===== src/rtl/mem_region_perf_monitor.sv =====
`default_nettype none
// =============================================================================
// mem_region_perf_monitor : loop/total cycle timer with per-region store counters.
// Optional feature macro: PERF_MON_SAT_EN (saturating counters instead of wrapping).
// Revision: 1.0
// =============================================================================
module mem_region_perf_monitor #(
  parameter int NUM_REGIONS  = 2,
  parameter int ADDR_W       = 32,
  parameter int CNT_W        = 32,
  parameter int DRAIN_CYCLES = 200
) (
  input  logic                          clk,
  input  logic                          reset,
  input  logic [ADDR_W-1:0]             cfg_start_pc,
  input  logic [ADDR_W-1:0]             cfg_end_addr,
  input  logic [NUM_REGIONS*ADDR_W-1:0] cfg_region_lo,
  input  logic [NUM_REGIONS*ADDR_W-1:0] cfg_region_hi,
  input  logic [ADDR_W-1:0]             pc,
  input  logic                          store_valid,
  input  logic [ADDR_W-1:0]             store_addr,
  input  logic                          ext_done,
  output logic [1:0]                    state_o,
  output logic [CNT_W-1:0]              total_cycles,
  output logic [CNT_W-1:0]              loop_cycles,
  output logic [CNT_W-1:0]              store_events,
  output logic [NUM_REGIONS*CNT_W-1:0]  region_count,
  output logic [NUM_REGIONS*ADDR_W-1:0] region_last,
  output logic                          end_seen,
  output logic                          done
);

  localparam int c_DRAIN_W = (DRAIN_CYCLES > 1) ? $clog2(DRAIN_CYCLES) : 1;
  localparam logic [c_DRAIN_W-1:0] c_DRAIN_LOAD = c_DRAIN_W'(DRAIN_CYCLES - 1);
`ifdef PERF_MON_SAT_EN
  localparam logic [CNT_W-1:0] c_CNT_MAX = '1;
`endif

  typedef enum logic [1:0] {
    S_IDLE  = 2'd0,
    S_RUN   = 2'd1,
    S_DRAIN = 2'd2,
    S_DONE  = 2'd3
  } state_t;

  state_t                 state_q, state_d;
  logic [c_DRAIN_W-1:0]   drain_q, drain_d;
  logic [CNT_W-1:0]       total_q, total_d;
  logic [CNT_W-1:0]       start_q, start_d;
  logic [CNT_W-1:0]       loop_q, loop_d;
  logic [CNT_W-1:0]       events_q, events_d;
  logic                   end_seen_q, end_seen_d;
  logic                   prev_store_q, prev_store_d;

  logic                   w_count_en;
  logic                   w_end_hit;
  logic [CNT_W-1:0]       w_loop;

  function automatic logic [CNT_W-1:0] cnt_inc(input logic [CNT_W-1:0] v);
`ifdef PERF_MON_SAT_EN
    cnt_inc = (v == c_CNT_MAX) ? v : v + CNT_W'(1);
`else
    cnt_inc = v + CNT_W'(1);
`endif
  endfunction

  assign w_count_en = (state_q != S_DONE);
  assign w_end_hit  = store_valid && (store_addr == cfg_end_addr);

  // Modular subtraction keeps the result correct across one wrap of total_q.
  always_comb begin
    w_loop = total_q - start_q + CNT_W'(1);
`ifdef PERF_MON_SAT_EN
    if (total_q == c_CNT_MAX) begin
      w_loop = c_CNT_MAX;
    end
`endif
  end

  always_comb begin
    state_d      = state_q;
    drain_d      = drain_q;
    start_d      = start_q;
    loop_d       = loop_q;
    end_seen_d   = end_seen_q;
    total_d      = cnt_inc(total_q);
    events_d     = events_q;
    prev_store_d = store_valid;

    if (w_count_en && store_valid && !prev_store_q) begin
      events_d = cnt_inc(events_q);
    end

    case (state_q)
      S_IDLE: begin
        // A start hit takes priority; an end store in the same cycle is ignored.
        if (pc == cfg_start_pc) begin
          state_d = S_RUN;
          start_d = total_q;
        end else if (ext_done) begin
          state_d = S_DRAIN;
          drain_d = c_DRAIN_LOAD;
        end
      end
      S_RUN: begin
        if (w_end_hit || ext_done) begin
          state_d = S_DRAIN;
          drain_d = c_DRAIN_LOAD;
        end
        if (w_end_hit) begin
          end_seen_d = 1'b1;
          loop_d     = w_loop;
        end
      end
      S_DRAIN: begin
        if (w_end_hit && !end_seen_q) begin
          end_seen_d = 1'b1;
          loop_d     = w_loop;
        end
        if (drain_q == '0) begin
          state_d = S_DONE;
        end else begin
          drain_d = drain_q - c_DRAIN_W'(1);
        end
      end
      S_DONE: begin
        state_d = S_DONE;
      end
      default: begin
        state_d = S_IDLE;
      end
    endcase
  end

  always_ff @(posedge clk) begin
    if (reset) begin
      state_q      <= S_IDLE;
      drain_q      <= '0;
      total_q      <= '0;
      start_q      <= '0;
      loop_q       <= '0;
      events_q     <= '0;
      end_seen_q   <= 1'b0;
      prev_store_q <= 1'b0;
    end else begin
      state_q      <= state_d;
      drain_q      <= drain_d;
      total_q      <= total_d;
      start_q      <= start_d;
      loop_q       <= loop_d;
      events_q     <= events_d;
      end_seen_q   <= end_seen_d;
      prev_store_q <= prev_store_d;
    end
  end

  generate
    for (genvar r = 0; r < NUM_REGIONS; r++) begin : g_region
      logic [ADDR_W-1:0] w_lo;
      logic [ADDR_W-1:0] w_hi;
      logic              w_hit;
      logic [CNT_W-1:0]  count_q, count_d;
      logic [ADDR_W-1:0] last_q, last_d;

      assign w_lo  = cfg_region_lo[r*ADDR_W +: ADDR_W];
      assign w_hi  = cfg_region_hi[r*ADDR_W +: ADDR_W];
      // An inverted window (lo > hi) can never satisfy both bounds.
      assign w_hit = w_count_en && store_valid && (store_addr >= w_lo) && (store_addr <= w_hi);

      assign count_d = w_hit ? cnt_inc(count_q) : count_q;
      assign last_d  = w_hit ? store_addr : last_q;

      always_ff @(posedge clk) begin
        if (reset) begin
          count_q <= '0;
          last_q  <= '0;
        end else begin
          count_q <= count_d;
          last_q  <= last_d;
        end
      end

      assign region_count[r*CNT_W +: CNT_W]  = count_q;
      assign region_last[r*ADDR_W +: ADDR_W] = last_q;
    end
  endgenerate

  assign state_o      = state_q;
  assign total_cycles = total_q;
  assign loop_cycles  = loop_q;
  assign store_events = events_q;
  assign end_seen     = end_seen_q;
  assign done         = (state_q == S_DONE);

endmodule
`default_nettype wire


===== config.mk =====
export PLATFORM = sky130hd
export DESIGN_NAME = mem_region_perf_monitor
export DESIGN_NICKNAME = d
export VERILOG_FILES = /design/src/rtl/mem_region_perf_monitor.sv
export SDC_FILE = /design/constraint.sdc
export NUM_CORES = 1
export LEC_CHECK = 0
export CAP_MARGIN = 20
export CORE_MARGIN = 4
export CORE_UTILIZATION = 45
export CTS_BUF_LIST = sky130_fd_sc_hd__clkbuf_4
export CTS_CLUSTER_SIZE = 25
export DETAILED_ROUTE_END_ITERATION = 7
export HOLD_SLACK_MARGIN = 0.1
export PLACE_DENSITY = 0.76
export SETUP_SLACK_MARGIN = 0.4
export SYNTH_ARGS = -nofsm -noshare
export SYNTH_HDL_FRONTEND = slang
export SYNTH_SLANG_ARGS = --single-unit

===== constraint.sdc =====
create_clock -name clk -period 4.7 [get_ports clk]
set_input_delay 0.94 -clock clk [delete_from_list [all_inputs] [get_ports clk]]
set_output_delay 0.94 -clock clk [all_outputs]
set_load 0.1 [all_outputs]

==> CHANGELOG.md, run 1 <==
### Implementation results

- Tool warning count: 35
- R2R setup slack: 960 ps
- GRT Util Overall: 28.4%
- H-Tree Depth: 3
- R2R Path Start: total_cycles[1]
- RSZ-0062 raised after global routing: no
- Hold-fix buffers, CTS: 0
- Worst Max-Slew Pin Slew: 1150 ps
- Hold path cells: 2
- Filler cell count: 3171
- Resized Gates After CTS: 0
- Final HPWL from detailed placement: 48100 um
- Residual DRC: 0
- Die ar.: 40700 sq um
- Final WL: 60500 um
- Worst hold endpoint: loop_cycles[6]
- CTS tree: yes
- Area of the core: 36900 sq um
- YS chip area: 16900 sq um
- Port Buffers: 487
- Crit share post-route: 81.8%
- Syn avg cell area: 8.23 sq um
- Fp util: 45.8%
- Top FF cell, synth: dfxtp_1
- Final Wtd Congestion: 0.973
- Clock tree buffer depth: 3
- Worst Path Max Fanout: 33
- Startpoint Class: input pin
- Setup crit end: g_region[0].last_q[4]
- FMAX: 260 MHz
- Final Hold Vio Count: 0
- Flip-flop and latch area: 5370 sq um
- Worst hold path class: reg2reg
- Synthesized area: 16900 sq um
- Largest net degree at the start of global routing: 156
- CP endpoint kind: flip-flop
- Nets: 3043
- Clk latency late pin: 750 ps
- Critical path data required time: 5230 ps
- Vias in the first global route: 16700
- Std cell rows: 70
- Yosys warns: 0
- Vias after detailed routing: 16800
- Setup Fix Bufs, Post-CTS: 0
- Max_slew headroom: 22.9%
- Post-synth regs: 268
- WP data arrival: 4380 ps
- Worst Skew: 61.9 ps
- First drt pass iteration count: 6
- Net count after synthesis: 2514
- Status: completed
- Clock share of power: 37.5%
- Post-DP Area: 22300 sq um
- Pins Over Slew Limit: 0
- Internal Pwr Total: 4.04 mW
- Crit path launch: store_addr[26]
- NetSw: 1.89 mW
- Final setup violation count: 0
- Post-placement worst setup slack: 199 ps
- Worst-path clk slew: 60 ps
- Worst Reg-to-Reg Cells: 14
- Vias per cell: 5.34
- Number of flops mapped to enable cells by yosys: 0
- Fin Setup TNS: 0 ps
- # IOs: 488
- Synth Seq Share: 31.7%
- Reg2reg end: loop_cycles[31]
- Asr flop ratio synth: 0%
- Starting DRC count in detailed routing: 862
- Die span in x: 202 um
- Final instance area: 23300 sq um
- Switching share of power: 31.8%
- CTS Sinks: 268
- Root buffer cell: clkbuf_4
- # Cells Yosys: 2054
- Synthesized instance count: 2054
- First-pass GRT wire length: 92700 um
- Grt total ovfl: 0
- Setup WS post-layout: 854 ps
- Leak: 9.99 nW
## run 1: layout by cell type (no fill, tap or decap), types with 21 or more instances in the layout
| cell type | synthesis | routed |
|---|---|---|
| inv_1 | 200 | 200 |
| and3_1 | 21 | 21 |
| mux2i_1 | 66 | 66 |
| nand2_1 | 187 | 186 |
| buf_4 | 1 | 27 |
| ha_1 | 199 | 199 |
| xnor2_1 | 83 | 83 |
| nor3_1 | 24 | 24 |
| nand3_1 | 64 | 64 |
| clkbuf_4 | 1 | 104 |
| nor2_1 | 228 | 228 |
| xor2_1 | 92 | 92 |
| dfxtp_1 | 268 | 268 |
| a21oi_1 | 162 | 162 |
| nand4_1 | 56 | 56 |
| o21ai_0 | 55 | 55 |
| or3_1 | 21 | 21 |
| clkdlybuf4s50_1 | 0 | 486 |
| nor4_1 | 35 | 35 |
| a21o_1 | 66 | 66 |
## run 1: cell families after synthesis
family          after synthesis  synth area share (%)
compound gates              351                  12.7
xor+xnor                    175                  9.07
mux                          67                  3.97
fa+ha+maj                   200                  14.8
simple gates                726                  21.2
buf+inv                     267                  6.46
flops                       268                  31.7
## run 1: sequential cells by signal, indices dropped and copies added (netlist names)
name,flops
prev_store_q,1
state_o,2
start_q,32
total_cycles,32
g_region.count_q,64
end_seen,1
loop_cycles,32
drain_q,8
store_events,32
g_region.last_q,64
## run 1: worst max-delay path: stages
cell and delay, ps:
clkdlybuf4s50_1 650, ha_1 430, nand4_1 120, or4_1 560, nor2_1 220, nand2_1 100, o311a_4 430, or2_2 650
nand2_1 180, a21oi_1 80
## run 1: area by class of cell
type,count,area share (%)
multi-input combinational,1519,44.8
clock inverter,26,0.794
sequential,268,23.0
inverter,201,3.23
clock buffer,104,3.35
antenna,15,0.161
timing repair buffer,516,22.0
tap,504,2.70
## run 1: cell usage after synthesis (11+ instances only)
master	instances	area [sq um]
o21ai_0	55	275
nand3_1	64	320
dfxtp_1	268	5370
xnor2_1	83	727
nor3_1	24	120
a211oi_1	12	90.1
and3_1	21	131
mux2i_1	66	661
clkbuf_1	40	150
nor2b_1	15	93.8
and2_1	11	68.8
xor2_1	92	806
nor2_1	228	856
nand2_1	187	702
a21oi_1	162	811
nand4_1	56	350
inv_1	200	751
or3_1	21	131
a21o_1	66	495
nor4_1	35	219
ha_1	199	2490
## run 1: per-layer routing
layer / GRT usage, % / wire (um) / vias to the layer above
li1: - / - / 8178
met2: 47.8 / 28800 / 615
met4: 12.9 / 2520 / 4
met5: 0 / 26 / -
met3: 7.62 / 4510 / 131
met1: 33.8 / 24700 / 7920
## run 1: metrics by stage
stage	hold slack, ps	cells	util [%]
2_1_floorplan	455	2054	-
3_3_place_gp	439	3008	60.5
3_5_place_dp	446	3008	60.5
4_1_cts	457	3138	63.2
5_1_grt	472	3153	63.3
6_report	452	3153	63.3
## run 1: power groups by stage
| stage | sequential (mW) | clock (mW) | combinational, mW |
|---|---|---|---|
| finish | 2.37 | 2.22 | 1.34 |
| global route | 2.37 | 2.41 | 1.45 |
| CTS | 2.37 | 2.28 | 1.33 |
| detailed placement | 2.42 | 0 | 1.32 |
| global placement | 2.41 | 0 | 1.30 |
| floorplan | 2.66 | 0 | 0.549 |
Run 1, selected gate families:
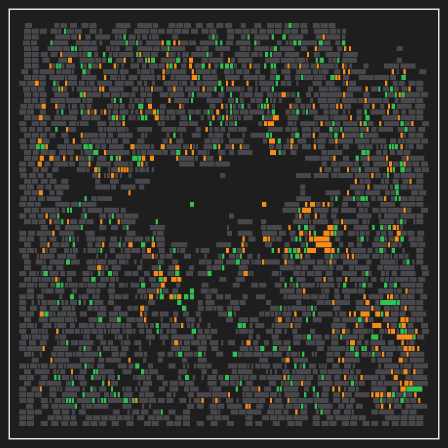
family	colour	cells	where
NOR gates	orange	324	spread over the die
NAND gates	green	320	spread over the die

Run 1, sequential cells grouped by signal name:
Bar = 50 um.
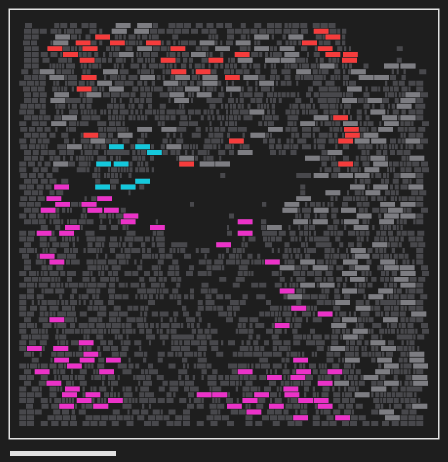
signal	colour	flops
drain_q	cyan	8
total_cycles	red	32
g_region.last_q	magenta	64
not coloured	164

Run 1, track usage over the die:
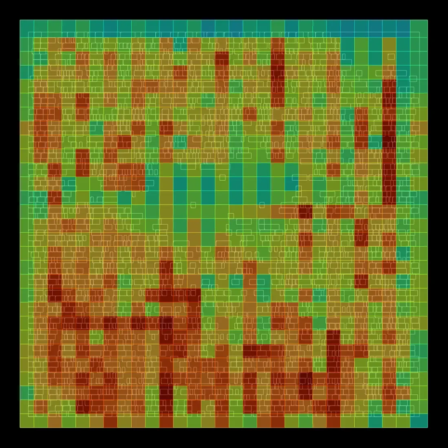
routing usage on met1: 33.8%
M2 GR Usage: 47.8%
Util after Layout: 63.3%

Run 1, metal layers overlaid:
Bar = 50 um. Only two layers are drawn.
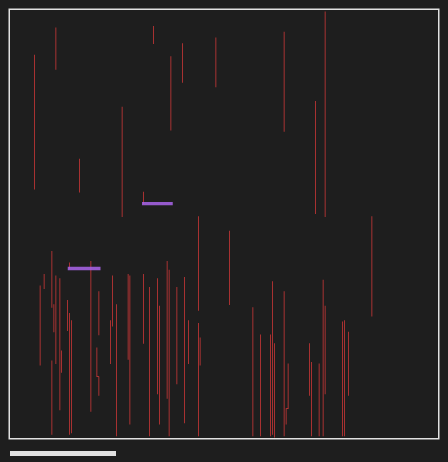

==> inputs of run 2 (changes only) <==
- clock period: 4.7 -> 3.9 ns (I/O delays scaled with it)
Run 2, metal layers overlaid:
Bar = 50 um. Only two layers are drawn.
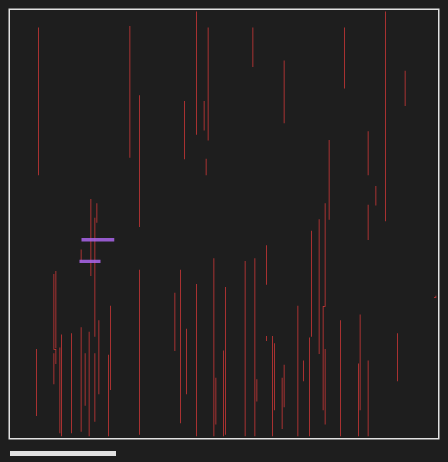
layer	colour	wire length
met4	red	2630 um
met5	purple	22.1 um

Run 2, placed cells, one colour a class:
Bar = 50 um.
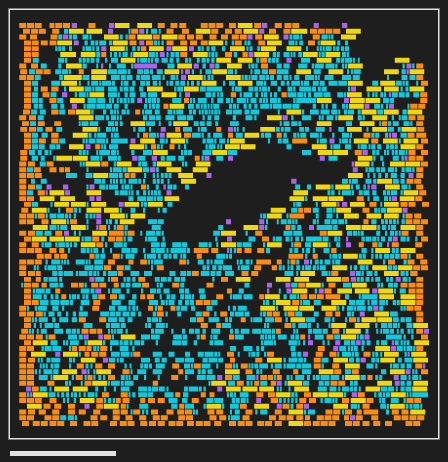
class	colour	cells	share of their area
clock drivers and dummy loads	purple	137	4.2%
flops	yellow	268	23%
all other logic	cyan	1720	48%
other buffers and delay cells	orange	579	24%

==> run 2 against run 1 <==
Total power up 21%; wire length up 1.4%; register-to-register slack worse by 510 ps; non-clock buffer count up 63; cell area up 2.6%; sequential power up about 20%; highest routed layer unchanged; critical path type is now reg2reg; largest power group unchanged.
==> CHANGELOG.md, run 2 <==
### Implementation results

- Die span in x: 202 um (unchanged)
- Top cells by count: dfxtp_1 (268), nor2_1 (228), inv_1 (200)
- Status: completed
- Max_slew headroom: 25.1% (+2.1 points)
- Worst Max-Slew Pin Slew: 1120 ps (-31.8 ps)
- # IOs: 488 (unchanged)
- Worst-path clk slew: 70 ps (about the same)
- CTS Sinks: 268 (unchanged)
- Die ar.: 40700 sq um (unchanged)
- FMAX: 290 MHz
- # Cells Yosys: 2054 (unchanged)
- Synthesized instance count: 2054 (unchanged)
- Synth Seq Share: 31.7% (unchanged)
- Hold_ws: 455 ps (+2.43 ps)
- Setup WS post-layout: 454 ps (-399 ps)
- Startpoint Class: flip-flop
- YS chip area: 16900 sq um (unchanged)
- Critical path data required time: 4540 ps (-690 ps)
- Fp util: 45.8% (unchanged)
- Final HPWL from detailed placement: 49200 um (+2.2%)
- Final Wtd Congestion: 0.998 (+2.5%)
- WP data arrival: 4090 ps (-290 ps)
- First-pass GRT wire length: 94200 um (+1.7%)
- Most frequent logic cell in the layout: clkdlybuf4s50_1
- Post-DP Area: 22800 sq um (+2.3%)
- Final WL: 61400 um (+1.4%)
- Post-placement worst setup slack: -353 ps (-552 ps)
- Worst Skew: 55.9 ps (-6.03 ps)
- Post-synth regs: 268 (unchanged)
- Most frequent cells in the layout: clkdlybuf4s50_1 (483), dfxtp_1 (258), nor2_1 (227)
- Grt total ovfl: 0 (unchanged)
- Synthesized area: 16900 sq um (unchanged)
- NetSw: 2.30 mW (+22%)
- Number of flops mapped to enable cells by yosys: 0 (unchanged)
- Post-synth area hogs: dfxtp_1 (32%), ha_1 (15%), nor2_1 (5.1%)
- Hold-fix buffers, CTS: 0 (unchanged)
- Port Buffers: 487 (unchanged)
- Vias after detailed routing: 17100 (+1.6%)
- Cell taking the most area after synthesis: dfxtp_1
- Worst hold path class: reg2reg
- Yosys top cell by instances: dfxtp_1
## run 2: cell counts after synthesis
No cell type changed its count.
## run 2: cell families after synthesis
family                     synth area share [%]
and+or+nand+nor                            21.2
AOI/OAI and AO/OA                          12.7
DFF                                        31.7
buffers and inverters                      6.46
adders and majority gates                  14.8
xor gates and xnor gates                   9.07
muxes                                      3.97
## run 2: through the flow
stage          instances  utilization (%)  power, mW
2_1_floorplan       2054                -       3.87
3_3_place_gp        3066             61.9       4.54
5_1_grt             3220             64.9       7.53
4_1_cts             3205             64.6       7.25
3_5_place_dp        3066             61.9       4.57
6_report            3220             64.9       7.18
## run 2: timing repair
item | 4_1_cts | 5_1_grt
gates resized | 2 | 11
buffers inserted | 2 | 3
endpoints found under the setup margin | 3 | 55
hold endpoints to repair | 0 | 0
cloned | 0 | 0
pin swaps | 5 | 10
## run 2: per-layer routing
layer	track usage [%]	part of all wire, %
met3	6.63	6.8
met2	49.6	48
met4	12.7	4.3
met1	34.5	41
met5	0	0.036
## run 2: final timing paths
kind / start / depth (start not counted) / to / slack, ps
setup / recovery: total_cycles[1] / 14 / loop_cycles[31] / 450
hold / removal: g_region[0].last_q[14] / 2 / g_region[0].last_q[14] / 450
setup reg to reg: total_cycles[1] / 14 / loop_cycles[31] / 450
hold reg to reg: g_region[0].last_q[14] / 2 / g_region[0].last_q[14] / 450
## run 2: area by class of cell
cell class                      instances  area share (%)
Antenna cell                           12           0.125
Clock buffer                          111            3.48
Clock inverter                         26           0.560
Inverter                              201            3.15
Multi-Input combinational cell       1519            43.9
Sequential cell                       268            22.5
Tap cell                              504            2.64
Timing Repair Buffer                  579            23.7
## run 2: worst max-delay path: stages, from the launching register on
cell and delay (ps):
dfxtp_4 360, inv_1 60, ha_1 270, inv_1 40, ha_2 200, fa_2 370, a21o_1 190, and4_4 200
or2_1 240, a311o_1 430, o31ai_4 300, o21ai_4 130, a2bb2oi_4 190, a21oi_1 90, o311ai_1 280
## run 2: power groups by stage
stage               Clock [mW]  Sequential [mW]  Combinational, mW
finish                    2.63             2.85               1.70
global route              2.86             2.86               1.82
CTS                       2.72             2.85               1.67
detailed placement           0             2.91               1.66
global placement             0             2.91               1.63
floorplan                    0             3.21              0.662
Run 2, selected gate families:
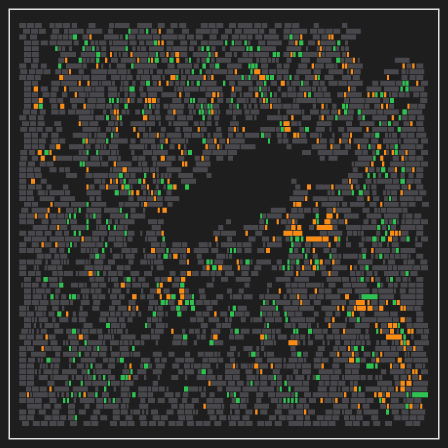

==> inputs of run 3 (changes only) <==
- ABC_AREA: not set -> 0
- CORE_MARGIN: 4 -> 8
Run 3, selected gate families:
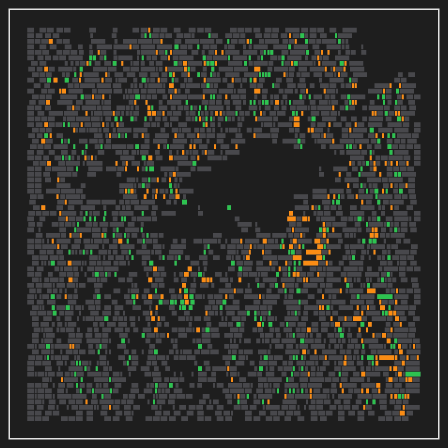
family	colour	cells	where
NAND gates	green	320	spread over the die
NOR gates	orange	324	spread over the die

Run 3, sequential cells grouped by signal name:
Bar = 50 um.
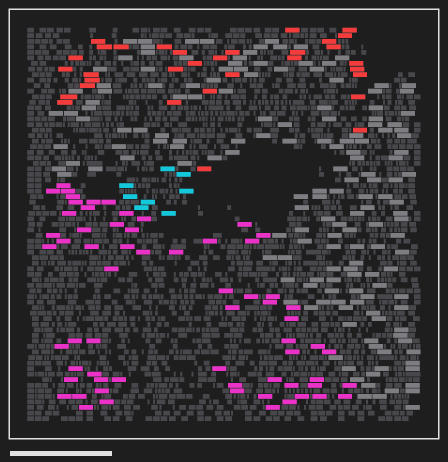
signal	colour	flops
g_region.last_q	magenta	64
drain_q	cyan	8
total_cycles	red	32

==> run 3 against run 2 <==
Synthesized cell count did not move; total power shrank 0.71%; wire length up 2.6%; largest power group unchanged; die size up 8.1%.
==> CHANGELOG.md, run 3 <==
### Implementation results

- Worst hold path class: reg2reg
- Fp util: 45.3% (-0.54 points)
- Vias after detailed routing: 17200 (+0.21%)
- Net count after synthesis: 2514
- Top cells by count: dfxtp_1 (268), nor2_1 (228), inv_1 (200)
- Nets: 3111
- Crit path launch: total_cycles[1]
- Area grow syn2layout: 41.1%
- Drt wl/cell: 19.7 um
- Initial antenna violation count: 17
- Cell taking the most area after synthesis: dfxtp_1
- Synthesized instance count: 2054 (unchanged)
- Synth Seq Share: 31.7% (unchanged)
- Worst Reg-to-Reg Cells: 14 (unchanged)
- R2R setup slack: 490 ps (+30 ps)
- Syn avg cell area: 8.23 sq um
- TritonCTS Buffers: 75
- Final setup violation count: 0
- Worst-path clk slew: 60 ps (about the same)
- Most frequent cells in the layout: clkdlybuf4s50_1 (485), dfxtp_1 (258), nor2_1 (228)
- Startpoint Class: flip-flop
- Tool warning count: 35
- Area of the core: 37300 sq um
- Crit path time final: 3410 ps
- Crit share post-route: 87.5%
- Final WL: 63000 um (+2.6%)
- Die span in x: 210 um (+4.0%)
- Critical path data required time: 4510 ps (-30 ps)
- First-pass GRT wire length: 96800 um (+2.7%)
- WP data arrival: 4030 ps (-60 ps)
- Root buffer cell: clkbuf_4
- Final HPWL from detailed placement: 51100 um (+3.9%)
- FMAX: 293 MHz (+0.99%)
- GRT Util Overall: 27.8%
- Clock tree buffer depth: 3
- Post-placement worst setup slack: -115 ps (+238 ps)
- Max-cap violations: 0
- CTS tree: yes
- First drt pass iteration count: 5
- Std cell rows: 71
- RSZ-0062 raised after global routing: yes
- Top Registers: g_region.count_q: 64 flops, g_region.last_q: 64 flops
- Starting DRC count in detailed routing: 1032
- Post-synth area hogs: dfxtp_1 (32%), ha_1 (15%), nor2_1 (5.1%)
- # IOs: 488 (unchanged)
- WS Path Type: reg2reg
- Pwr dens: 299 nW/um^2
- Worst Skew: 91.6 ps (+35.7 ps)
- Top FF cell, synth: dfxtp_1
- Asr flop ratio synth: 0%
- Reg2reg end: loop_cycles[31]
- # Cells Yosys: 2054 (unchanged)
- YS chip area: 16900 sq um (unchanged)
- Top-area cell share: 31.7%
- Clk latency late pin: 760 ps
- Power after layout: 7.13 mW (-0.71%)
- Flip-flop and latch area: 5380 sq um
- R2R Path Start: total_cycles[1]
- Worst Max-Slew Pin Slew: 1170 ps (+47.6 ps)
- Yosys top cell by instances: dfxtp_1
- Die ar.: 44000 sq um (+8.1%)
- Port Buffers: 487 (unchanged)
- Number of flops mapped to enable cells by yosys: 0 (unchanged)
- H-Tree Depth: 3
- Largest net degree at the start of global routing: 122
- Grt total ovfl: 0 (unchanged)
- Vias per cell: 5.37
- Yosys warns: 0
- Final Wtd Congestion: 1.01 (+1.2%)
- CTS Sinks: 268 (unchanged)
- Max_slew headroom: 21.9% (-3.2 points)
- Most frequent logic cell in the layout: clkdlybuf4s50_1
- Leak: 10.3 nW
- Worst IR Drop VDD: 0.187 mV
- Status: completed
- Synthesized area: 16900 sq um (unchanged)
- Pins Over Slew Limit: 0
- Setup WS post-layout: 488 ps (+33.9 ps)
- Residual DRC: 0
- Logic area: 10500 sq um
- Setup crit end: loop_cycles[31]
- Post-synth regs: 268 (unchanged)
- Filler cell count: 3238
- Distinct lib cells used: 78
## run 3: cell type report
cell class | instances | share of cell area [%]
well taps | 474 | 2.49
multi-input cells | 1519 | 43.9
repair buffers | 586 | 23.8
clock inverters | 13 | 0.226
flip-flops and latches | 268 | 22.6
diodes | 17 | 0.178
clock buffers | 118 | 3.71
inverters | 201 | 3.16
## run 3: power by group
part,leakage [nW],switching [mW],internal (mW)
clock,0.574,1.21,1.36
sequential,2.17,0.0499,2.80
combinational,7.60,0.998,0.701
total,10.3,2.26,4.87
## run 3: cells by family (layout without fill, tap and decap cells)
kind of cell    Yosys count  after routing  share of synthesized area [%]
simple gates            726            726                           21.2
compound gates          351            351                           12.7
flops                   268            268                           31.7
buf+inv                 267            918                           6.46
fa+ha+maj               200            200                           14.8
xor+xnor                175            175                           9.07
mux                      67             67                           3.97
other cells               0             17                              0
## run 3: how the worst min path moves through the flow
stage	startpoint	end	slack, ps	cells after the start
2_1_floorplan	start_q[14]	start_q[14]	460	2
3_3_place_gp	loop_cycles[2]	loop_cycles[2]	440	2
3_5_place_dp	loop_cycles[1]	loop_cycles[1]	440	2
4_1_cts	loop_cycles[8]	loop_cycles[8]	450	2
5_1_grt	loop_cycles[8]	loop_cycles[8]	470	2
6_report	loop_cycles[8]	loop_cycles[8]	450	2
## run 3: repair_timing
item,CTS,global route
pin swaps,4,3
resized,2,1
hold buffers,0,0
endpoints found under the setup margin,3,5
setup buffers,2,0
## run 3: per-stage QoR
stage	TNS [ps]	util, %	instances	instance area, sq um	hold slack (ps)
floorplan	0	-	2054	16900	455
global placement	-1220	61.2	3046	22800	441
detailed placement	-4980	61.2	3046	22800	444
CTS	0	63.8	3179	23800	452
global route	0	63.9	3196	23900	471
finish	0	63.9	3196	23900	448
## run 3: routing by layer
metal	routed length, um	up-vias	GRT usage, %	part of all wire, %
li1	-	8319	-	-
met1	25200	8024	31.6	40
met2	30100	663	47.2	48
met3	4740	149	7.86	7.5
met4	2930	0	14.5	4.6
met5	0	-	0	0
## run 3: worst max-delay path, cell delays in order (launching register included)
cell,delay [ps]
dfxtp_4,370
inv_1,60
ha_1,280
inv_1,40
ha_1,230
fa_2,370
a21o_1,200
and4_1,220
or2_0,240
a311o_1,350
o31ai_4,250
o21ai_2,130
a2bb2oi_2,220
a21oi_1,90
o311ai_1,270
Power is estimated from default activity; no workload was simulated.
